File: src/rtl/dco_pkg.sv
// Shared constants and types for the DPLL digitally controlled oscillator.
// The counter step constants define how far the phase counter moves per
// clk cycle for a nominal, advanced or retarded cycle.
package dco_pkg;

    localparam int DCO_PERIOD_DEF = 16;

    localparam int STEP_NOM = 1;
    localparam int STEP_ADV = 2;
    localparam int STEP_RET = 0;

    typedef enum logic [1:0] {
        CORR_NONE = 2'd0,
        CORR_ADV  = 2'd1,
        CORR_RET  = 2'd2
    } corr_t;

    // Simultaneous advance and retard requests cancel each other out.
    function automatic corr_t corrSel(input logic addEdge, input logic subEdge);
        corr_t sel;
        sel = CORR_NONE;
        if (addEdge && !subEdge) begin
            sel = CORR_ADV;
        end else if (!addEdge && subEdge) begin
            sel = CORR_RET;
        end
        return sel;
    endfunction

endpackage

File: src/rtl/dco_edge_det.sv
// One-bit rising-edge detector used to turn add/sub request levels into
// single-cycle correction strobes. Only used when DCO_LEVEL_CORR_EN is not
// defined.
module dco_edge_det (
    input  logic clk,
    input  logic rst_n,
    input  logic i_level,
    output logic o_rise
);

    logic r_prev;

    // Remember last cycle's level so a new rising edge can be spotted.
    always_ff @(posedge clk or posedge rst_n) begin
        if (rst_n) begin
            r_prev <= 1'b0;
        end else begin
            r_prev <= i_level;
        end
    end

    assign o_rise = i_level & ~r_prev;

endmodule

File: src/rtl/dco_1.sv
// Digitally controlled oscillator for the DPLL loop.
// dco_clk is the MSB of a free-running phase counter that wraps every PERIOD
// clk cycles. An add request inserts a count (phase advance by one clk), a
// sub request deletes one (phase retard by one clk).
// Macro DCO_LEVEL_CORR_EN: when defined, corrections are applied on every
// cycle add/sub is high instead of once per rising edge.
// Note: rst_n is an active-high asynchronous reset despite its name.
module dco_1
    import dco_pkg::*;
#(
    parameter  int PERIOD = DCO_PERIOD_DEF,
    localparam int CNT_W  = $clog2(PERIOD)
) (
    input  logic clk,
    input  logic rst_n,
    input  logic add,
    input  logic sub,
    output logic dco_clk
);

    logic             w_addEdge;
    logic             w_subEdge;
    corr_t            w_corr;
    logic [CNT_W-1:0] w_step;
    logic [CNT_W-1:0] r_cnt;

`ifdef DCO_LEVEL_CORR_EN
    assign w_addEdge = add;
    assign w_subEdge = sub;
`else
    dco_edge_det u_addDet (
        .clk     (clk),
        .rst_n   (rst_n),
        .i_level (add),
        .o_rise  (w_addEdge)
    );

    dco_edge_det u_subDet (
        .clk     (clk),
        .rst_n   (rst_n),
        .i_level (sub),
        .o_rise  (w_subEdge)
    );
`endif

    assign w_corr = corrSel(w_addEdge, w_subEdge);

    // Pick this cycle's counter increment from the requested correction.
    always_comb begin
        w_step = CNT_W'(STEP_NOM);
        case (w_corr)
            CORR_ADV: w_step = CNT_W'(STEP_ADV);
            CORR_RET: w_step = CNT_W'(STEP_RET);
            default:  w_step = CNT_W'(STEP_NOM);
        endcase
    end

    // Phase counter; wraps naturally because PERIOD is a power of two.
    always_ff @(posedge clk or posedge rst_n) begin
        if (rst_n) begin
            r_cnt <= '0;
        end else begin
            r_cnt <= r_cnt + w_step;
        end
    end

    // Output straight from a register bit so it can never glitch.
    assign dco_clk = r_cnt[CNT_W-1];

endmodule

File: config.mk
export PLATFORM = sky130hd
export DESIGN_NAME = dco_1
export DESIGN_NICKNAME = d
export VERILOG_FILES = /design/src/rtl/dco_pkg.sv /design/src/rtl/dco_edge_det.sv /design/src/rtl/dco_1.sv
export SDC_FILE = /design/constraint.sdc
export NUM_CORES = 1
export LEC_CHECK = 0
export ABC_AREA = 0
export CAP_MARGIN = 30
export CORE_AREA = 2 2 39 41
export CTS_CLUSTER_SIZE = 8
export DETAILED_ROUTE_END_ITERATION = 10
export DIE_AREA = 0 0 41 43
export PLACE_DENSITY = 0.44
export SYNTH_ARGS = -nofsm -noshare
export SYNTH_HDL_FRONTEND = slang
export SYNTH_SLANG_ARGS = --single-unit
File: constraint.sdc
create_clock -name clk -period 2.09 [get_ports clk]
set_input_delay 0.418 -clock clk [delete_from_list [all_inputs] [get_ports clk]]
set_output_delay 0.418 -clock clk [all_outputs]
set_load 0.01 [all_outputs]
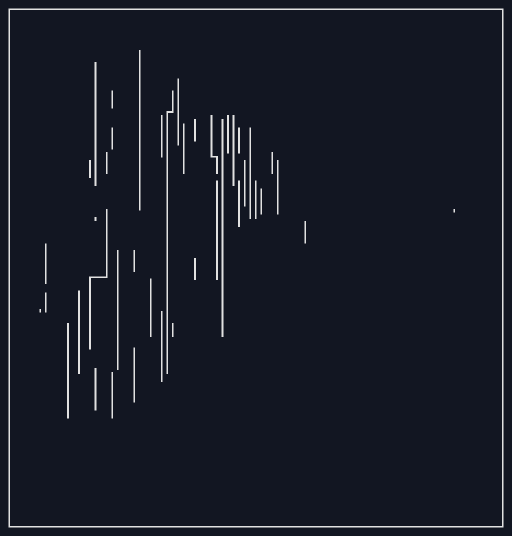
Figure 1: M2 wires.
Drawn at 12 px/µm.
35 nets have wire on it. The layer carries 208 µm of wire.

==> results_slide.txt <==
Physical Implementation Snapshot

Cells and area
  • Nets: 41
  • Fraction of layout cells with a size suffix above 1: 12.90%
  • Most frequent logic cell in the layout: dfrtp_1
  • Number of fillers in the final layout: 142
  • Biggest regs: r_cnt x4, u_addDet.r_prev x1, u_subDet.r_prev x1
  • Non-clk invs: 5
  • #MultiIn Comb: 12
  • Non-filler cells, final: 47
  • Clkbuf count: 3
  • Max reg flops: 4
  • Area-dominant cell class after layout: sequential cells
  • # diodes: 0
  • ClkCell Share: 6.081%
  • Most numerous logic cells after layout: dfrtp_1, inv_1, clkdlybuf4s50_1
  • Most flops, register: r_cnt
  • Logic share of the area: 30.07%
  • Comb area: 111.4 µm²
  • Flop share of the area: 40.54%
  • Final non-clock buffer share: 12.84%
  • Flip-flop and latch area: 150.1 µm²
  • Post-route design area: 370.4 µm²

Global routing
  • Met3 Usage GRT: 3.141%
  • Antenna violations before repair: 0
  • GR Util All Layers: 6.396%
  • Vias in the first global route: 186
  • Met1 usage: 7.333%
  • First-pass GRT wire length: 690 µm
  • Global route overflow: 0
  • Top Usage Layer GRT: met2
  • Met2 usage in global routing: 8.125%

STA
  • Fmax: 544.8 MHz
  • Setup violators final: 0
  • Slew headroom: 84.74%
  • WHS: 385.0 ps
  • Worst Skew: 4.154 ps
  • Final setup margin: 254.3 ps
  • Setup_tns: 0 ps
  • RSZ-0062 raised after global routing: no
  • Crit path time final: 1836 ps
  • Worst-Margin Slew: 228.7 ps

Worst setup path
  • CP Buf/Inv Count: 3
  • WP data arrival: 1970 ps
  • Family with the most delay on the worst path: adder cells
  • CP Max Fanout: 2
  • CP required: 2230 ps
  • Worst setup path startpoint: add
  • Reg2reg setup slack: 510 ps
  • Crit end category: flip-flop
  • Setup crit start kind: input pin
  • Worst path depth: 7
  • Slowest cell on crit path: fa_1
  • Worst setup path end: r_cnt[1]
  • Crit-path cells: clkdlybuf4s50_1 -> nor2b_1 -> ha_1 -> ha_1 -> inv_1 -> fa_1 -> inv_1
  • Worst r2r src: u_subDet.r_prev

Logic synthesis
  • Ys async rst share: 100.0%
  • Yosys chip area: 280.3 µm²
  • Aoi share: 7.589%
  • Seq/Total Area, Yosys: 53.57%
  • Yosys top cell by instances: dfrtp_1
  • Register bit total from synthesis: 6
  • Area fraction in mux cells: 0%
  • Synth top cells by count: dfrtp_1, inv_1, ha_1, nand2b_1
  • Area share, top type: 53.57%
  • XOR/XNOR Area Share: 3.125%
  • Commonest flop: dfrtp_1
  • Synth cell types: 11
  • Syn avg cell area: 12.19 µm²
  • Basic Gates by Area: 8.482%
  • Top cells by area: dfrtp_1, ha_1, fa_1
  • Post-synth top area cell: dfrtp_1
  • Syn Std Cell Area: 280.3 µm²
  • Post-Synthesis Cells: 23
  • Adders+Majority by Area: 20.54%

Floorplanning
  • IO Pins: 5
  • Die width: 41 µm
  • Chip Footprint: 1763 µm²
  • Well Taps: 16
  • Height of the chip: 43 µm
  • Core ar.: 1384 µm²
  • Row count: 14

Power
  • Total power: 0.4493 mW
  • Clock-net power: 0.106 mW
  • Sequential share of power: 42.1%
  • Clock share of power: 23.7%
  • P_seq: 0.189 mW
  • Sw power: 0.1350 mW
  • Worst vdd ir: 0.0004618 V
  • Top power group: sequential cells

Clock network
  • Worst-path clk slew: 50 ps
  • Post-CTS resize count: 0
  • CTS tree: built
  • Clock Root Buffer: clkbuf_4
  • Postcts setup bufs: 0
  • Clk ins delay skew pair: 240 ps
  • Hold-fix buffers, CTS: 0
  • H-tree depth: 1
  • TritonCTS Buffers: 3

Flow run
  • Max cap viols: 0
  • Stage-log warning count: 26

Drt
  • WL/cell: 8.468 µm
  • Top Metal Used: met3
  • First drt pass iteration count: 3
  • Wire length on met3: 18 µm
  • Metal1 wirelength: 172 µm
  • Met2 wire len: 207 µm
  • DRC: 0

Placement
  • Placed Cells: 44
  • RD Place Congestion: 0.6654
  • Pre-CTS WS: -18.33 ps

Min path
  • Hold crit path type: input pin to asynchronous set/reset pin

Outcome
  • Status: complete, no violations
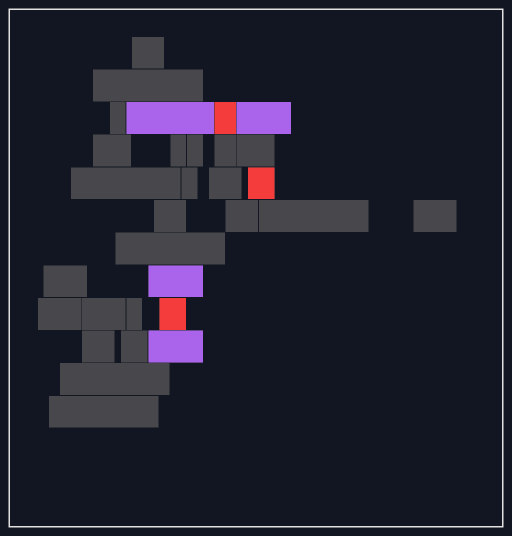
Figure 2: selected gate families.
Drawn at 12 px/µm.
Key: red = NAND gates [cells 3]; purple = adder and majority cells [cells 4]

Power is estimated from default activity; no workload was simulated.
